===== config.mk =====
export PLATFORM = sky130hd
export DESIGN_NAME = metro_gate_ctrl
export DESIGN_NICKNAME = d
export VERILOG_FILES = /design/src/rtl/metro_gate_ctrl.sv
export SDC_FILE = /design/constraint.sdc
export NUM_CORES = 1
export LEC_CHECK = 0
export CELL_PAD_IN_SITES_DETAIL_PLACEMENT = 1
export CELL_PAD_IN_SITES_GLOBAL_PLACEMENT = 1
export CORE_MARGIN = 4
export CORE_UTILIZATION = 43
export DETAILED_ROUTE_END_ITERATION = 6
export MAX_ROUTING_LAYER = met4
export PLACE_DENSITY = 0.91
export SYNTH_ARGS = -nofsm -noshare
export SYNTH_HDL_FRONTEND = slang
export SYNTH_SLANG_ARGS = --single-unit

===== constraint.sdc =====
create_clock -name clk -period 5.3 [get_ports clk]
set_clock_uncertainty 0.2 [all_clocks]
set_input_delay 1.06 -clock clk [delete_from_list [all_inputs] [get_ports clk]]
set_output_delay 1.06 -clock clk [all_outputs]
set_load 0.05 [all_outputs]

===== src/rtl/metro_gate_ctrl.sv =====
// metro_gate_ctrl: access-gate controller.
// A presented access code is captured in IDLE, range-checked for one cycle, and
// then either opens the door for a bounded window (ACCESS_GRANTED), rejects it
// for one cycle (DENIED), or locks the gate out for a fixed time after
// MAX_FAILS consecutive rejects (LOCKOUT).
//
// Ports:
//   clk              in   clock, rising edge
//   rst              in   asynchronous active-low reset
//   access_code      in   presented code (sampled only in IDLE)
//   validate_code    in   request to check access_code (honoured only in IDLE)
//   pass_sensor      in   passenger cleared the gate (honoured only in ACCESS_GRANTED)
//   open_access_door out  door release, high in every ACCESS_GRANTED cycle
//   state_out        out  present state encoding
//   code_accepted    out  pulse in the first ACCESS_GRANTED cycle
//   code_rejected    out  pulse in the DENIED cycle or first LOCKOUT cycle
//   lockout          out  high throughout LOCKOUT
//   fail_count       out  consecutive rejects
//   pass_count       out  completed passages, wraps at 16 bits
//
// Legal parameters: CODE_MIN <= CODE_MAX <= 2^CODE_W-1,
// OPEN_CYCLES and LOCK_CYCLES in 1..2^CNT_W, MAX_FAILS >= 1.
module metro_gate_ctrl #(
    parameter int unsigned CODE_W      = 4,
    parameter int unsigned CODE_MIN    = 4,
    parameter int unsigned CODE_MAX    = 11,
    parameter int unsigned OPEN_CYCLES = 16,
    parameter int unsigned MAX_FAILS   = 3,
    parameter int unsigned LOCK_CYCLES = 64,
    parameter int unsigned CNT_W       = 8,
    localparam int unsigned FAIL_W     = $clog2(MAX_FAILS + 1)
) (
    input  logic              clk,
    input  logic              rst,
    input  logic [CODE_W-1:0] access_code,
    input  logic              validate_code,
    input  logic              pass_sensor,
    output logic              open_access_door,
    output logic [2:0]        state_out,
    output logic              code_accepted,
    output logic              code_rejected,
    output logic              lockout,
    output logic [FAIL_W-1:0] fail_count,
    output logic [15:0]       pass_count
);

    typedef enum logic [2:0] {
        StIdle    = 3'b000,
        StCheck   = 3'b001,
        StGrant   = 3'b010,
        StDenied  = 3'b011,
        StLockout = 3'b100
    } state_e;

    localparam logic [CODE_W-1:0] CodeLo   = CODE_W'(CODE_MIN);
    localparam logic [CODE_W-1:0] CodeHi   = CODE_W'(CODE_MAX);
    localparam logic [CNT_W-1:0]  OpenLast = CNT_W'(OPEN_CYCLES - 1);
    localparam logic [CNT_W-1:0]  LockLast = CNT_W'(LOCK_CYCLES - 1);
    localparam logic [FAIL_W-1:0] FailMax  = FAIL_W'(MAX_FAILS);

    state_e              state;
    logic [CNT_W-1:0]    timer;
    logic [CODE_W-1:0]   code_q;
    logic                code_ok;
    logic [FAIL_W-1:0]   fail_inc;

    assign state_out = state;
    assign code_ok   = (code_q >= CodeLo) && (code_q <= CodeHi);
    assign fail_inc  = fail_count + FAIL_W'(1);

    // Outputs are assigned on the transition into each state so that they are
    // registered yet always agree with state_out in the same cycle.
    always_ff @(posedge clk or negedge rst) begin
        if (!rst) begin
            state            <= StIdle;
            timer            <= '0;
            code_q           <= '0;
            fail_count       <= '0;
            pass_count       <= '0;
            open_access_door <= 1'b0;
            code_accepted    <= 1'b0;
            code_rejected    <= 1'b0;
            lockout          <= 1'b0;
        end else begin
            code_accepted <= 1'b0;
            code_rejected <= 1'b0;
            case (state)
                StIdle: begin
                    timer            <= '0;
                    open_access_door <= 1'b0;
                    lockout          <= 1'b0;
                    if (validate_code) begin
                        code_q <= access_code;
                        state  <= StCheck;
                    end
                end
                StCheck: begin
                    timer <= '0;
                    if (code_ok) begin
                        state            <= StGrant;
                        fail_count       <= '0;
                        code_accepted    <= 1'b1;
                        open_access_door <= 1'b1;
                    end else begin
                        fail_count    <= fail_inc;
                        code_rejected <= 1'b1;
                        if (fail_inc == FailMax) begin
                            state   <= StLockout;
                            lockout <= 1'b1;
                        end else begin
                            state <= StDenied;
                        end
                    end
                end
                StGrant: begin
                    // A passage on the final open cycle still counts.
                    if (pass_sensor || (timer == OpenLast)) begin
                        state            <= StIdle;
                        timer            <= '0;
                        open_access_door <= 1'b0;
                        if (pass_sensor) begin
                            pass_count <= pass_count + 16'd1;
                        end
                    end else begin
                        timer <= timer + CNT_W'(1);
                    end
                end
                StDenied: begin
                    timer <= '0;
                    state <= StIdle;
                end
                StLockout: begin
                    if (timer == LockLast) begin
                        state      <= StIdle;
                        timer      <= '0;
                        lockout    <= 1'b0;
                        fail_count <= '0;
                    end else begin
                        timer <= timer + CNT_W'(1);
                    end
                end
                default: begin
                    state            <= StIdle;
                    timer            <= '0;
                    open_access_door <= 1'b0;
                    lockout          <= 1'b0;
                end
            endcase
        end
    end

endmodule


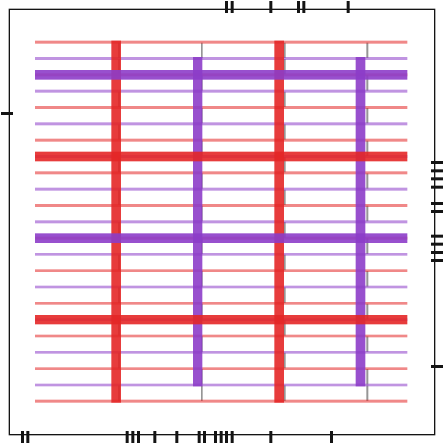
run_1/floorplan.png
(6 px per um) Pins as bars on the die edge. Tap cells in grey.
[VSS] red
[VDD] purple
met5 straps: 4
met4 straps: 4
signal pins: 33
tap cells: 48

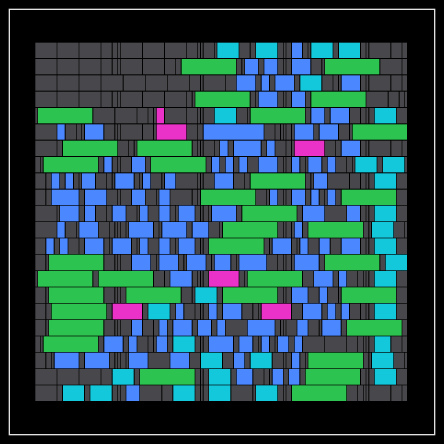
run_1/class_map.png
(6 px per um) Fill, decap, tap and diode cells in grey.
[registers] green | cells: 35
[remaining logic cells] blue | cells: 115
[remaining buffers and delay cells] cyan | cells: 31
[clock drivers and dummy loads] magenta | cells: 6

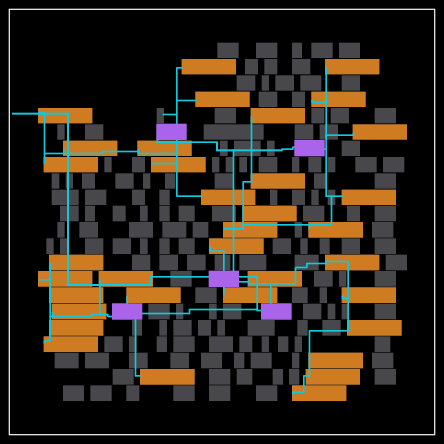
run_1/clock_wires.png
(6 px per um)
[clock-net drivers] purple | count: 5
[clock wires] cyan | length: 420 um
[flip-flops] orange | count: 35
routed clock nets: 6

==> run notes, run 1 <==
Notes on the physical implementation.

- The global routing met3 resource utilization is 4.97%, for reference.
- The highest signal layer in the routed design is met4, for reference.
- During placement, the flow inserted port buffers numbering 30.
- The diode insertion count for antenna repair is 0, for reference.
- The post-CTS hold buffer count recorded in the log is 0.
- The number of warning messages in the logs is 28, for reference.
- Once the clock tree was built, the setup fixing pass inserted 0 buffers.
- The floorplan step set the die height to 70.7 um.
- After synthesis, the share of flip-flops with an asynchronous set or reset is 100%.
- The category of the critical setup timing path is reg2out, for reference.
- The cell taking the most area after synthesis is dfrtp_1, for reference.
- In the synthesis report, Yosys lists the chip area as 0.00169 sq mm.
- Leaving out fill and tap cells, the most frequent cell in the layout is dfrtp_1.
- At the end of the flow, the number of nets in the layout was 199.
- The depth of the worst register-to-register path is 4, for reference.
- The launching instance or port of the critical path is state_out[1], for reference.
- The number of sequential cells reported for the layout is 35.
- Yosys reports that the leading cell type by area covers 51.9% of the netlist area.
- Setup repair after global routing left no endpoint under its margin.
- After layout, the worst path uses 57.1% of the clock period.
- The signal arrival time at the worst endpoint is 1.77 ns, for reference.
- The area of placed instances is 0.00203 sq mm, for reference.
- In this run the critical path is formed by clkdlybuf4s50_1.
- The terminus of the critical flop-to-flop path is pass_count[15], for reference.
- The maximum ir drop on the vdd rail is 0.309 mV, for reference.
- In the power breakdown, the biggest contributor is combinational cells.
- The first global-routing pass estimated 6550 um of wire.
- The required time at the endpoint of the critical path is 4.04 ns, for reference.
- The worst slack after detailed placement is 2.20 ns, for reference.
- For the completed layout, the total cell area is recorded as 0.00211 sq mm.
- Per the finish-stage timing summary, setup violations number 0.
- The layout has 6 clock buffers.
- The count of boundary I/O pins is 33, for reference.
- The largest family of logic cells by area is simple AND/OR/NAND/NOR gates, for reference.
- The register area is 876 sq um, for reference.
- The flow ran to the end, and the final reports show no timing, DRC or antenna violations.
- Per the breakdown, switching nets consume 41.6% of all power.
- The power report lists cell-internal power as 0.567 mW.
- Per the area breakdown, the dominant cell category is sequential cells.
- The total design power is 0.970 mW, for reference.
- Of the total standard cell area in the layout, the multi-input combinational portion is 36.9%.
- Entering global routing, the biggest net connects 36 pins.
- The die width is 70.7 um, for reference.
- In this run the mean area of a mapped cell was 11.0 sq um.
- The number of nets at floorplan is 164, for reference.
- The post-route netlist has 10.2% of its cells at a drive strength greater than 1.
- The clock tree synthesis step divided the H-tree into 2 levels.
- The utilization after layout is 56.7%, for reference.
- Of the total power, registers draw 40.2%.
- By count the netlist is led by 35 x dfrtp_1, 17 x nand2_1, 16 x nor2_1.
- The remaining antenna violation count is 0, for reference.
- The flow reports an fmax of 330 MHz.
- The share of power burned in combinational logic is 42.1%, for reference.
- The number of cells upsized or downsized after cts is 0, for reference.
- The average detailed-routed wire length per instance is 16.4 um, for reference.
- Pins over their slew limit in the final report were tallied at 0.
- The relative area change from synthesis to final layout is 24.8%, for reference.
- After detailed placement, the design holds a cell count of 229.
- The switching power is 0.403 mW, for reference.
- The cell family contributing the most delay on the critical path is buffers and inverters.
- The maximum clock insertion buffer count is 2, for reference.
- Per the detail_route report, vias per standard cell equal 5.32.
- The total clock network power is 0.171 mW, for reference.
- Sequential cells make up 41.6% of the cell area.
- The pin slew with the least headroom to its limit is 0.518 ns, for reference.
- The sum of routed wire length over all layers is 3850 um, for reference.
- The startpoint of the worst-slack reg-to-reg timing path is state_out[0], for reference.
- Tap insertion was completed with 48 tapcells.
- The floorplan has 22 rows.
- The final number of hold-violating endpoints is 0, for reference.
- The post-route minimum period is 3.03 ns, for reference.
- Yosys stat counts 153 cells in the synthesized netlist.
- Non-clock buffering takes up 14.6% of total cell area after layout.
- The initial core utilization is 45.4%, for reference.
- The count of non-filler cells in the finished layout is 235, for reference.
- The detailed-placement wirelength estimate is 2940 um, for reference.
- The number of maximum-capacitance violations recorded for the run is 0.
- The synthesized-area fraction occupied by and/or/nand/nor cells is 24.3%, for reference.
- On the final layout, the worst hold slack is 0.268 ns.
- The total length of routed met2 wires is 2110 um, for reference.
- The most instantiated library cell after synthesis is dfrtp_1, for reference.
- In the global route stage, overall resource usage came out at 17.4%.
- The highest fanout seen on the critical path is 12, for reference.
- The area taken by multi-input combinational cells is reported as 777 sq um.
- The power dissipated in combinational cells is 0.409 mW, for reference.
- The number of multi-input combinational cells is 112, for reference.
- The routed layout reports a DRC error count of 0.
- In the synthesized netlist, mux cells make up 1.93% of the area.
- For reference, the critical path is captured by state_out[1].
- The met1 routing resource usage after global routing is 18.4%, for reference.
- Clock tree synthesis selected as its root buffer the cell clkbuf_8.
- The first TritonRoute pass finished after 4 iterations.
- The later pin in the worst-skew pair is clocked with a latency of 0.28 ns.
- The via count is 1250, for reference.
- The slowest cell on the critical path is clkdlybuf4s50_1, for reference.
- The gate count of the mapped netlist is 153, for reference.
- The sequential fraction of the synthesis area is 51.9%, for reference.
- The register with the most flip-flops in the layout has 16 of them.
- The final weighted congestion of routability-driven global placement is 0.820, for reference.
- The number of synthesized flops with an enable pin is 0, for reference.
- The die covers 0.00499 sq mm.
- The most instantiated flip-flop cell in the synthesis netlist is dfrtp_1, for reference.
- The flip-flop and latch power is 0.390 mW, for reference.
- The leakage power in the latest report is 0.921 nW.
run_1/layers.png
(6 px per um)
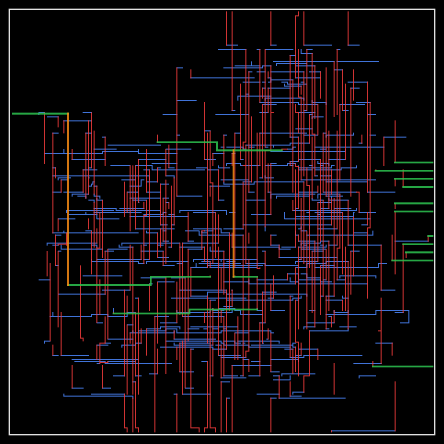

==> run 2, diff against run 1 <==
--- a/config.mk
+++ b/config.mk
@@ -8,10 +8,10 @@
 export CELL_PAD_IN_SITES_DETAIL_PLACEMENT = 1
 export CELL_PAD_IN_SITES_GLOBAL_PLACEMENT = 1
 export CORE_MARGIN = 4
-export CORE_UTILIZATION = 43
+export CORE_UTILIZATION = 36
 export DETAILED_ROUTE_END_ITERATION = 6
 export MAX_ROUTING_LAYER = met4
-export PLACE_DENSITY = 0.91
+export PLACE_DENSITY = 0.82
 export SYNTH_ARGS = -nofsm -noshare
 export SYNTH_HDL_FRONTEND = slang
 export SYNTH_SLANG_ARGS = --single-unit
==> constraint.sdc (replaced) <==
create_clock -name clk -period 2.45 [get_ports clk]
set_clock_uncertainty 0.2 [all_clocks]
set_input_delay 0.49 -clock clk [delete_from_list [all_inputs] [get_ports clk]]
set_output_delay 0.49 -clock clk [all_outputs]
set_load 0.05 [all_outputs]
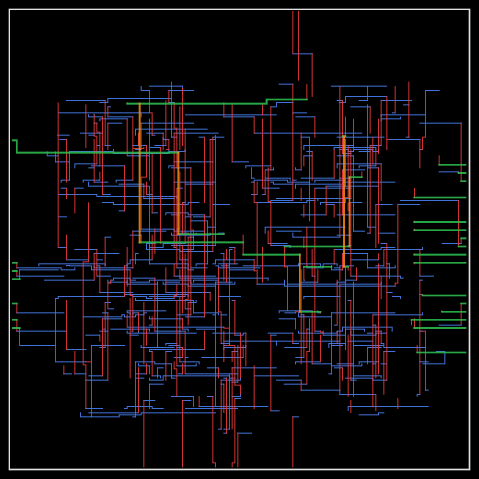
run_2/layers.png
(6 px per um)
[M3] green | wire length: 209 um
[M2] red | wire length: 1840 um
[M4] orange | wire length: 79.6 um
[M1] blue | wire length: 1660 um

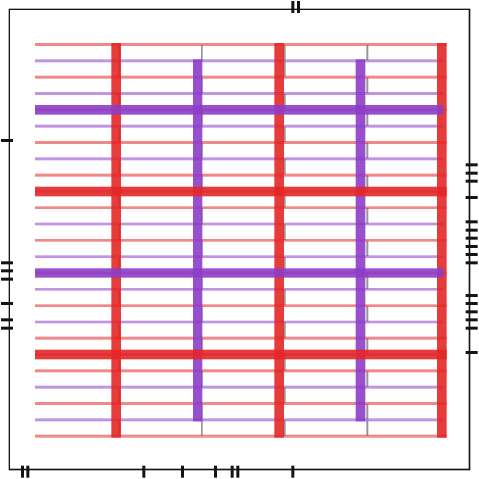
run_2/floorplan.png
(6 px per um) Pins as bars on the die edge. Tap cells in grey.
[VDD] purple
[VSS] red
met5 straps: 4
signal pins: 33
met4 straps: 5
met1 rails: 25
rows: 24

==> run notes, run 2 <==
Notes on the physical implementation.

- The biggest power consumer among the groups is combinational cells, for reference.
- The depth of the worst register-to-register path is 5, for reference.
- The power dissipated in combinational cells is 0.876 mW, for reference.
- The flow reports that the clock network draws 19.9% of the design power.
- In this run the tools logged warnings totalling 28.
- The gate count of the mapped netlist is 153, for reference.
- The global routing met3 resource utilization is 4.85%, for reference.
- The total negative setup slack is 0 ns, for reference.
- The most critical setup path has its endpoint at pass_count[9].
- The report lists the cells along the critical path as clkdlybuf4s50_1.
- The pin slew with the least headroom to its limit is 0.505 ns, for reference.
- The cell taking the most area after synthesis is dfrtp_1, for reference.
- Clock latency on the worst-skew pair, taken at its later pin, is 0.29 ns.
- RePlAce ended its routability-driven mode at a weighted congestion of 0.822.
- The largest cell class by area is sequential cells, for reference.
- The number of design rule violations left after detail routing is 0, for reference.
- The path class of the tightest hold or removal check is reg2reg.
- The flow reports power dissipated in sequential cells as 0.838 mW.
- Across the whole layout, storage elements make up 41.0% of the cell area.
- The post-synthesis share of cell area spent on and-or and or-and gates is 6.15%, for reference.
- Global routing used 14.4% of the available tracks.
- The count of input and output buffers is 30, for reference.
- The worst setup path is captured at an output port.
- The plain and repair buffers instantiated in the layout total 33.
- The met1 routing resource usage after global routing is 16.7%, for reference.
- The length of routed met3 wiring is 209 um, for reference.
- The delay contributed by the slowest stage of the critical path is 0.84 ns, for reference.
- The terminus of the critical flop-to-flop path is pass_count[14], for reference.
- In the layout the commonest cells are 35 x dfrtp_1, 27 x clkdlybuf4s50_1, 17 x nand2_1.
- The worst setup path is launched from a flip-flop.
- The starting DRC count in detailed routing is 92, for reference.
- The count of non-filler cells in the finished layout is 242, for reference.
- The largest net degree at the start of global routing is 36, for reference.
- The die width is 76.5 um, for reference.
- The clock sink count is 35, for reference.
- The total cells reported by yosys after synthesis is 153, for reference.
- The first global-routing pass estimated 6510 um of wire.
- The largest family of logic cells by area is simple AND/OR/NAND/NOR gates, for reference.
- Compared with the post-synthesis result, the final layout area differs by 26.7%.
- The share of power burned in combinational logic is 41.0%, for reference.
- The startpoint identified for the worst hold timing path is timer[0].
- The most instantiated library cell after synthesis is dfrtp_1, for reference.
- 0 antenna diodes ended up in the layout.
- The detailed placer reported the number of placed instances as 235.
- The launch point of the critical path was reported as pass_count[9].
- The multi-input combinational cells in the finished layout cover a total of 777 sq um.
- The floorplan has 24 rows.
- The mean instance size in the synthesized netlist is 11.0 sq um, for reference.
- The total clock network power is 0.425 mW, for reference.
- Pin placement for this block handled 33 I/O pins.
- The most instantiated logic cell after routing is dfrtp_1, for reference.
- The number of maximum-capacitance violations recorded for the run is 0.
- According to the timing report, the data required time at the worst endpoint equals 1.76 ns.
- The total length of routed met2 wires is 1840 um, for reference.
- For this floorplan the total number of well-tap instances is 52.
- The flow ran to the end, and the final reports show no timing, DRC or antenna violations.
- The number of buffers inserted during clock tree synthesis is 5, for reference.
- The multi-input gate share of total cell area is 36.3%, for reference.
- The signal arrival time at the worst endpoint is 1.58 ns, for reference.
- The floorplan step defined a core boundary enclosing 0.00444 sq mm.
- Once the clock tree was built, the resizer swapped 0 gates to a different size.
- The share of power burned in registers is 39.2%, for reference.
- After detailed routing, the wire length on met1 is 1660 um.
- The detailed router reported a total wirelength of 3780 um.
- For reference, the final report shows the hold violation count at 0.
- The slowest cell on the critical path is clkdlybuf4s50_1, for reference.
- The die covers 0.00585 sq mm.
- Summing the areas of all and, or, nand and nor instances in the mapped netlist gives 24.3% of the synthesized area.
- The worst path uses 92.6% of the clock period.
- The number of clock buffers in the layout is 6, for reference.
- The share of the synthesized netlist area taken by xor and xnor gates is 11.4%, for reference.
- The share of post-route cells with drive strength above 1 is 13.2%, for reference.
- The leakage component of the power was reported as 0.962 nW.
- The startpoint of the worst-slack reg-to-reg timing path is state_out[0], for reference.
- By count the netlist is led by 35 x dfrtp_1, 17 x nand2_1, 16 x nor2_1.
- The clock tree cell share of total cell area is 4.10%, for reference.
- The highest fanout seen on the critical path is 6, for reference.
- In this run the VDD rail shows a maximum IR drop of 0.626 mV.
- For this run, the detailed router's first-pass iteration total came to 6.
- The synthesis stat section lists a flop and latch total of 35.
- In the power breakdown, the internal column shows 1.26 mW.
- The synthesized chip area reported by yosys is 0.00169 sq mm, for reference.
- The cell area that synthesis handed to floorplanning was 0.00169 sq mm.
- The initial core utilization is 38.0%, for reference.
- The switching power is 0.883 mW, for reference.
- The area of placed instances is 0.00205 sq mm, for reference.
- Yosys attributes the largest share of cell area to dfrtp_1 52%, xnor2_1 6.2%, xor2_1 5.2%.
- The category of the critical setup timing path is reg2out, for reference.
- The post-route minimum period is 2.27 ns, for reference.
- Setup repair after global routing left no endpoint under its margin.
- More flip-flops sit in one register than any other, and that register is pass_count.
- The worst slack after detailed placement is 0.0247 ns, for reference.
- Per the post-synthesis report, the nets total 164.
- The share of synthesized cell area in full adder, half adder and majority cells is 2.22%, for reference.
- TritonCTS built the clock tree.
- Buffers inserted to repair hold after CTS numbered 0.
- The via count is 1268, for reference.
- The area fraction of the dominant cell type after synthesis is 51.9%, for reference.
- The post-synthesis async set-or-reset flop share is 100%, for reference.
- The dominant delay contributor by cell family on the critical path is buffers and inverters, for reference.
- In the hold report, the worst path ends at timer[0].
- The routed design shows a wire length per standard cell of 15.6 um.
- In the CTS report, the clock slew at the register clock pins of the worst setup and hold paths is listed as 0.07 ns.
- In this run switching power makes up 41.3% of total power.
- The highest signal layer in the routed design is met4, for reference.
- The clock root buffer is clkbuf_8, for reference.
- Detailed placement ended at an HPWL of 2830 um.
- For reference, the final report shows the max-slew violation count at 0.
- The post-detailed-route via-to-cell ratio is 5.24, for reference.
- The sequential fraction of the synthesis area is 51.9%, for reference.
- The number of cells traversed by the worst hold path is 1, for reference.
- The global-route met2 utilization is 22.2%, for reference.
- The via count of the first global-routing pass is 1359, for reference.
- The non-clock inverters instantiated in the layout total 3.
- The die height is 76.5 um, for reference.
- The remaining antenna violation count is 0, for reference.
- CTS reports a maximum clock tree buffer depth of 2.
- In this run the number of cells on the critical path is 1.
- The most critical hold endpoint after final layout shows a slack of 0.259 ns.
- The finished layout cell area is 0.00214 sq mm, for reference.
- The register area is 876 sq um, for reference.
- Multiplexer cells account for 1.93% of the synthesized area.
- Per the synth stats, the flop cell with the highest instance count is dfrtp_1.
- The total design power is 2.14 mW, for reference.
- The fraction of area in non-clock buffers is 15.0%, for reference.
- The number of multi-input combinational cells is 112, for reference.
- At the end of the flow the core is filled with cells to 48.1%.
- The number of synthesized flops with an enable pin is 0, for reference.
- At the end of the flow, the number of nets in the layout was 201.
- The number of buffers added for setup after CTS is 0, for reference.
- The register with the most flip-flops in the layout has 16 of them.
- Summed over all layers, the global routing overflow is 0.
- The clock H-tree reported by CTS has 2 levels.
- The timing report gives the worst reg2reg path a setup slack of 0.45 ns.
- The design has 35 sequential cells.
- The final setup violation count is 0, for reference.
- The highest clock frequency the design can meet is 441 MHz, for reference.
==> run 3, diff against run 2 <==
==> constraint.sdc (replaced) <==
create_clock -name clk -period 1.98 [get_ports clk]
set_clock_uncertainty 0.2 [all_clocks]
set_input_delay 0.396 -clock clk [delete_from_list [all_inputs] [get_ports clk]]
set_output_delay 0.396 -clock clk [all_outputs]
set_load 0.05 [all_outputs]
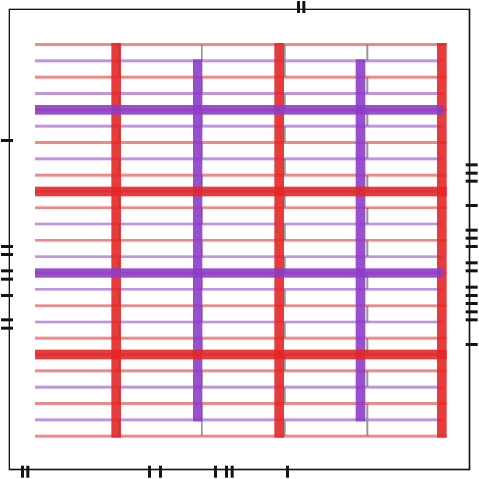
run_3/floorplan.png
(6 px per um) Pins as bars on the die edge. Tap cells in grey.
Die Ht: 76.5 um
IR Drop Worst-Case VDD: 0.664 mV
die extent in x: 76.5 um
core box area: 0.00444 sq mm

==> run notes, run 3 <==
Notes on the physical implementation.

- The flow ran to the end, and the final reports show no timing, DRC or antenna violations.
- The clock root buffer is clkbuf_8, for reference.
- The highest signal layer in the routed design is met4, for reference.
- The length of routed met3 wiring is 203 um, for reference.
- The multi-input combinational cells in the finished layout cover a total of 779 sq um.
- After detailed placement, the design holds a cell count of 241.
- The analysis attributes to cell leakage a power of 1.04 nW.
- The diode insertion count for antenna repair is 0, for reference.
- The total global routing track utilization is 15.1%, for reference.
- Per the synthesis report, the dominant area consumer among library cells is dfrtp_1.
- The count of state elements after synthesis is 35, for reference.
- The total design power is 2.80 mW, for reference.
- Pin placement for this block handled 33 I/O pins.
- Once detail routing completed, the nets flagged for antenna violations numbered 0.
- Power attributed to the clock group is 0.541 mW.
- The largest cell class by area is sequential cells, for reference.
- Counting instances, the worst hold path has a depth of 1.
- The post-synthesis share of cell area spent on and-or and or-and gates is 6.15%, for reference.
- The clock-pin slew on the worst setup and hold paths is 0.07 ns, for reference.
- The dominant delay contributor by cell family on the critical path is simple AND/OR/NAND/NOR gates, for reference.
- The share of synthesized cell area in full adder, half adder and majority cells is 2.22%, for reference.
- The highest clock frequency the design can meet is 535 MHz, for reference.
- Per STA, the startpoint of the critical path is timer[0].
- The flow reports that sequential cells draw 37.0% of the design power.
- The number of distinct library cells after synthesis is 40, for reference.
- The number of tap cells added at floorplan is 52, for reference.
- In the layout the commonest cells are 33 x dfrtp_1, 30 x buf_4, 17 x nand2_1.
- The multi-input gate share of total cell area is 35.7%, for reference.
- The number of buffers inserted during clock tree synthesis is 5, for reference.
- The largest net degree at the start of global routing is 36, for reference.
- The final period utilization is 94.3%, for reference.
- The number of nets handed over by synthesis was 164.
- The average detailed-routed wire length per instance is 15.9 um, for reference.
- The worst register-to-register path ends at fail_count[0].
- The data required time reported for the critical path is 1.95 ns.
- The wire length recorded after detailed routing is 3960 um.
- The overall die size recorded for this design is 0.00585 sq mm.
- Measured against the total synthesized area, the mux share comes to 1.93%.
- The worst hold path terminates at timer[0].
- The cell sequence reported for the critical path is ha_2, nand3_2, or4_4, nor3b_1, o221ai_1.
- The inverter tally of the final layout excluding the clock network is 3, for reference.
- The flip-flop and latch power is 1.03 mW, for reference.
- The capture point of the worst path is fail_count[0], for reference.
- The kind of capture point of the worst setup path is a flip-flop, for reference.
- At the later pin of the worst-skew pair, clock insertion delay measures 0.29 ns.
- The maximum clock insertion buffer count is 2, for reference.
- More flip-flops sit in one register than any other, and that register is pass_count.
- The signal arrival time at the worst endpoint is 1.83 ns, for reference.
- The iteration count recorded for the first detailed-route pass is 4.
- The share of post-route cells with drive strength above 1 is 28.9%, for reference.
- The number of design rule violations left after detail routing is 0, for reference.
- The total negative setup slack is 0 ns, for reference.
- The register area is 878 sq um, for reference.
- The final setup violation count is 0, for reference.
- The switching power is 1.15 mW, for reference.
- The clock tree cell share of total cell area is 4.18%, for reference.
- The H-tree was split into 2 levels.
- The number of clock buffers in the layout is 7, for reference.
- The register with the most flip-flops in the layout has 16 of them.
- The CTS tree is done, for reference.
- There are 35 flip-flops and latches.
- The share of power burned in combinational logic is 43.7%, for reference.
- Between the synthesized netlist and the finished layout, the area growth was recorded as 29.4%.
- The synthesized chip area reported by yosys is 0.00169 sq mm, for reference.
- The finished layout cell area is 0.00218 sq mm, for reference.
- The category of the critical setup timing path is reg2reg, for reference.
- The detailed-placement wirelength estimate is 2930 um, for reference.
- The non-clock buffer instance count of the final layout is 39, for reference.
- The wire length of the first global-routing pass is 6880 um, for reference.
- The type of the worst min-delay path is reg2reg, for reference.
- The start point of the worst min-delay path is timer[0], for reference.
- Per the final timing report, the hold violations number 0.
- Among all cell types in the netlist, the one instantiated most often is dfrtp_1.
- Of the total synthesized cell area, the portion taken by XOR and XNOR cells is 11.4%.
- The startpoint of the worst-slack reg-to-reg timing path is timer[0], for reference.
- The worst reg-to-reg setup slack is 0.11 ns, for reference.
- The number of buffers added for setup after CTS is 0, for reference.
- The global-route met2 utilization is 24.9%, for reference.
- In this run, synthesis inferred 0 flip-flops with an integrated enable.
- The smallest hold slack is 0.265 ns, for reference.
- Non-clock buffering takes up 16.4% of total cell area after layout.
- Sorting the synthesized cells by how often they occur yields 35 x dfrtp_1, 17 x nand2_1, 16 x nor2_1.
- The global routing met3 resource utilization is 4.37%, for reference.
- Yosys stat counts 153 cells in the synthesized netlist.
- The net switching share of the total power is 41.2%, for reference.
- The placed instances occupy a cell area of 0.00209 sq mm.
- The count of non-filler cells in the finished layout is 249, for reference.
- STA classifies the critical path startpoint as a flip-flop.
- Across the whole layout, storage elements make up 40.2% of the cell area.
- Counting the warning lines in the Yosys log gives 0.
- The starting DRC count in detailed routing is 52, for reference.
- The total length of routed met2 wires is 1980 um, for reference.
- Across all stage logs, warnings added up to 28.
- The number of cells upsized or downsized after cts is 0, for reference.
- Cells fill 49.2% of the core in the end.
- The sequential fraction of the synthesis area is 51.9%, for reference.
- Counting the fill cells in the layout gives 507.
- The number of multi-input combinational cells is 112, for reference.
- The met1 routing resource usage after global routing is 16.8%, for reference.
- The depth of the worst register-to-register path is 5, for reference.
- The slowest cell on the critical path is or4_4, for reference.
- Looking at the max-slew report, the worst-margin pin has a slew of 0.373 ns.
- The share of the core area taken by cells at floorplan is 38.0%.
- The netlist area before placement is 0.00169 sq mm, for reference.
- Pins over their slew limit in the final report were tallied at 0.
- The detailed router put a total of 1670 um of wire on met1.
- The gate count of the mapped netlist is 153, for reference.
- The net count of the finished layout is 207, for reference.
- The synthesis report gives the async set-or-reset register share as 100%.
- The clock sink count is 35, for reference.
- The script logs the ratio of routed vias to standard cells as 5.23.
- The worst slack after detailed placement is -0.242 ns, for reference.
- The via count of the first global-routing pass is 1447, for reference.
- The most instantiated logic cell after routing is dfrtp_1, for reference.
- Setup repair after global routing left no endpoint under its margin.
- For reference, simple AND, OR, NAND and NOR cells occupy 24.3% of the area reported after synthesis.
- The number of hold buffers added after CTS is 0, for reference.
- The area fraction of the dominant cell type after synthesis is 51.9%, for reference.
- Detailed routing inserted a total of 1303 vias.
- The power dissipated in combinational cells is 1.22 mW, for reference.
- The worst path needs 1.87 ns of the cycle, external delays included.
- All stages included, the depth of the critical timing path comes to 5.
- The main area contributors are dfrtp_1 52%, xnor2_1 6.2%, xor2_1 5.2%.
- The share of total power in the clock network is 19.3%, for reference.
- The buffer_ports step reported a buffer count of 30.
- In the synthesized netlist the dominant register cell turns out to be dfrtp_1.
- Of all nets on the critical path, the largest fanout is 5.
- The run reported a max-capacitance violation count of 0.
- The internal power consumption is 1.64 mW, for reference.
- The average instance in the mapped netlist occupies 11.0 sq um.
- The final weighted congestion of routability-driven global placement is 0.807, for reference.
- The report lists the number of standard-cell rows as 24.
- After synthesis, the largest family of logic cells by area is simple AND/OR/NAND/NOR gates.
- The largest single stage delay on the critical path is 0.52 ns.
- The routing layer with the top usage in global route is met2, for reference.
- Recorded from the global router log, the overflow total was 0.
- The group that draws the most power in this run is combinational cells.
- The post-layout worst setup margin is 0.113 ns, for reference.
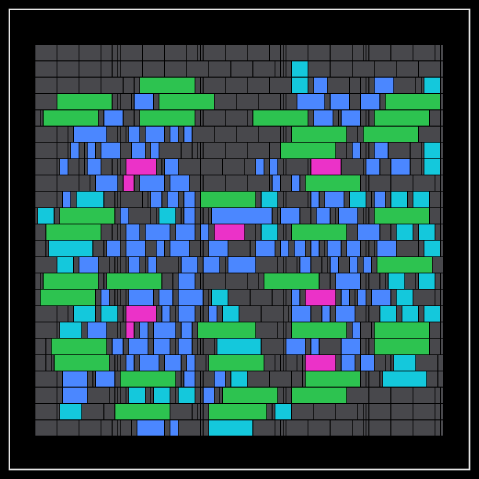
run_3/class_map.png
(6 px per um) Fill, decap, tap and diode cells in grey.
[registers] green | cells: 35
[remaining logic cells] blue | cells: 115
[clock drivers and dummy loads] magenta | cells: 8
[remaining buffers and delay cells] cyan | cells: 39


## Gallery

Routing congestion map.
shot_01.png
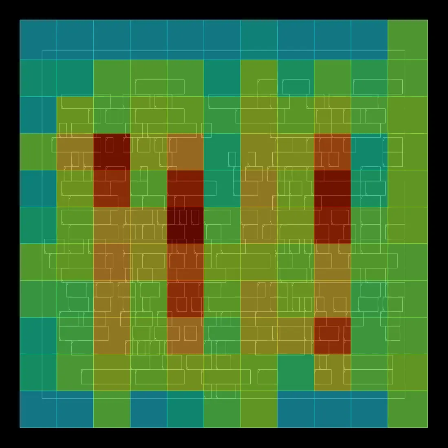
shot_02.png
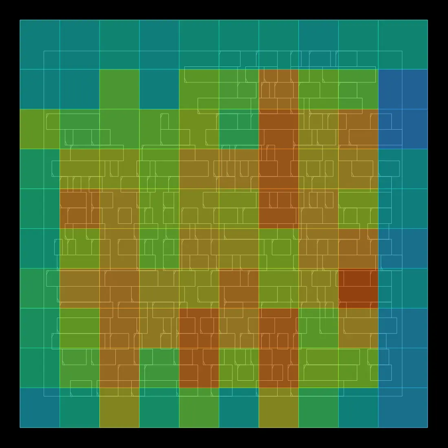
shot_03.png
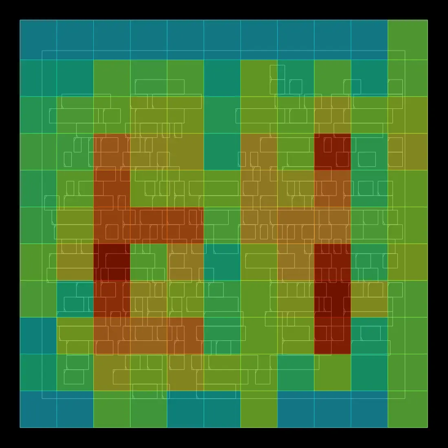
shot_02.png is run 1.
shot_01.png is run 2.
shot_03.png is run 3.

No activity file was given, so power comes from the tool's default toggle rates.
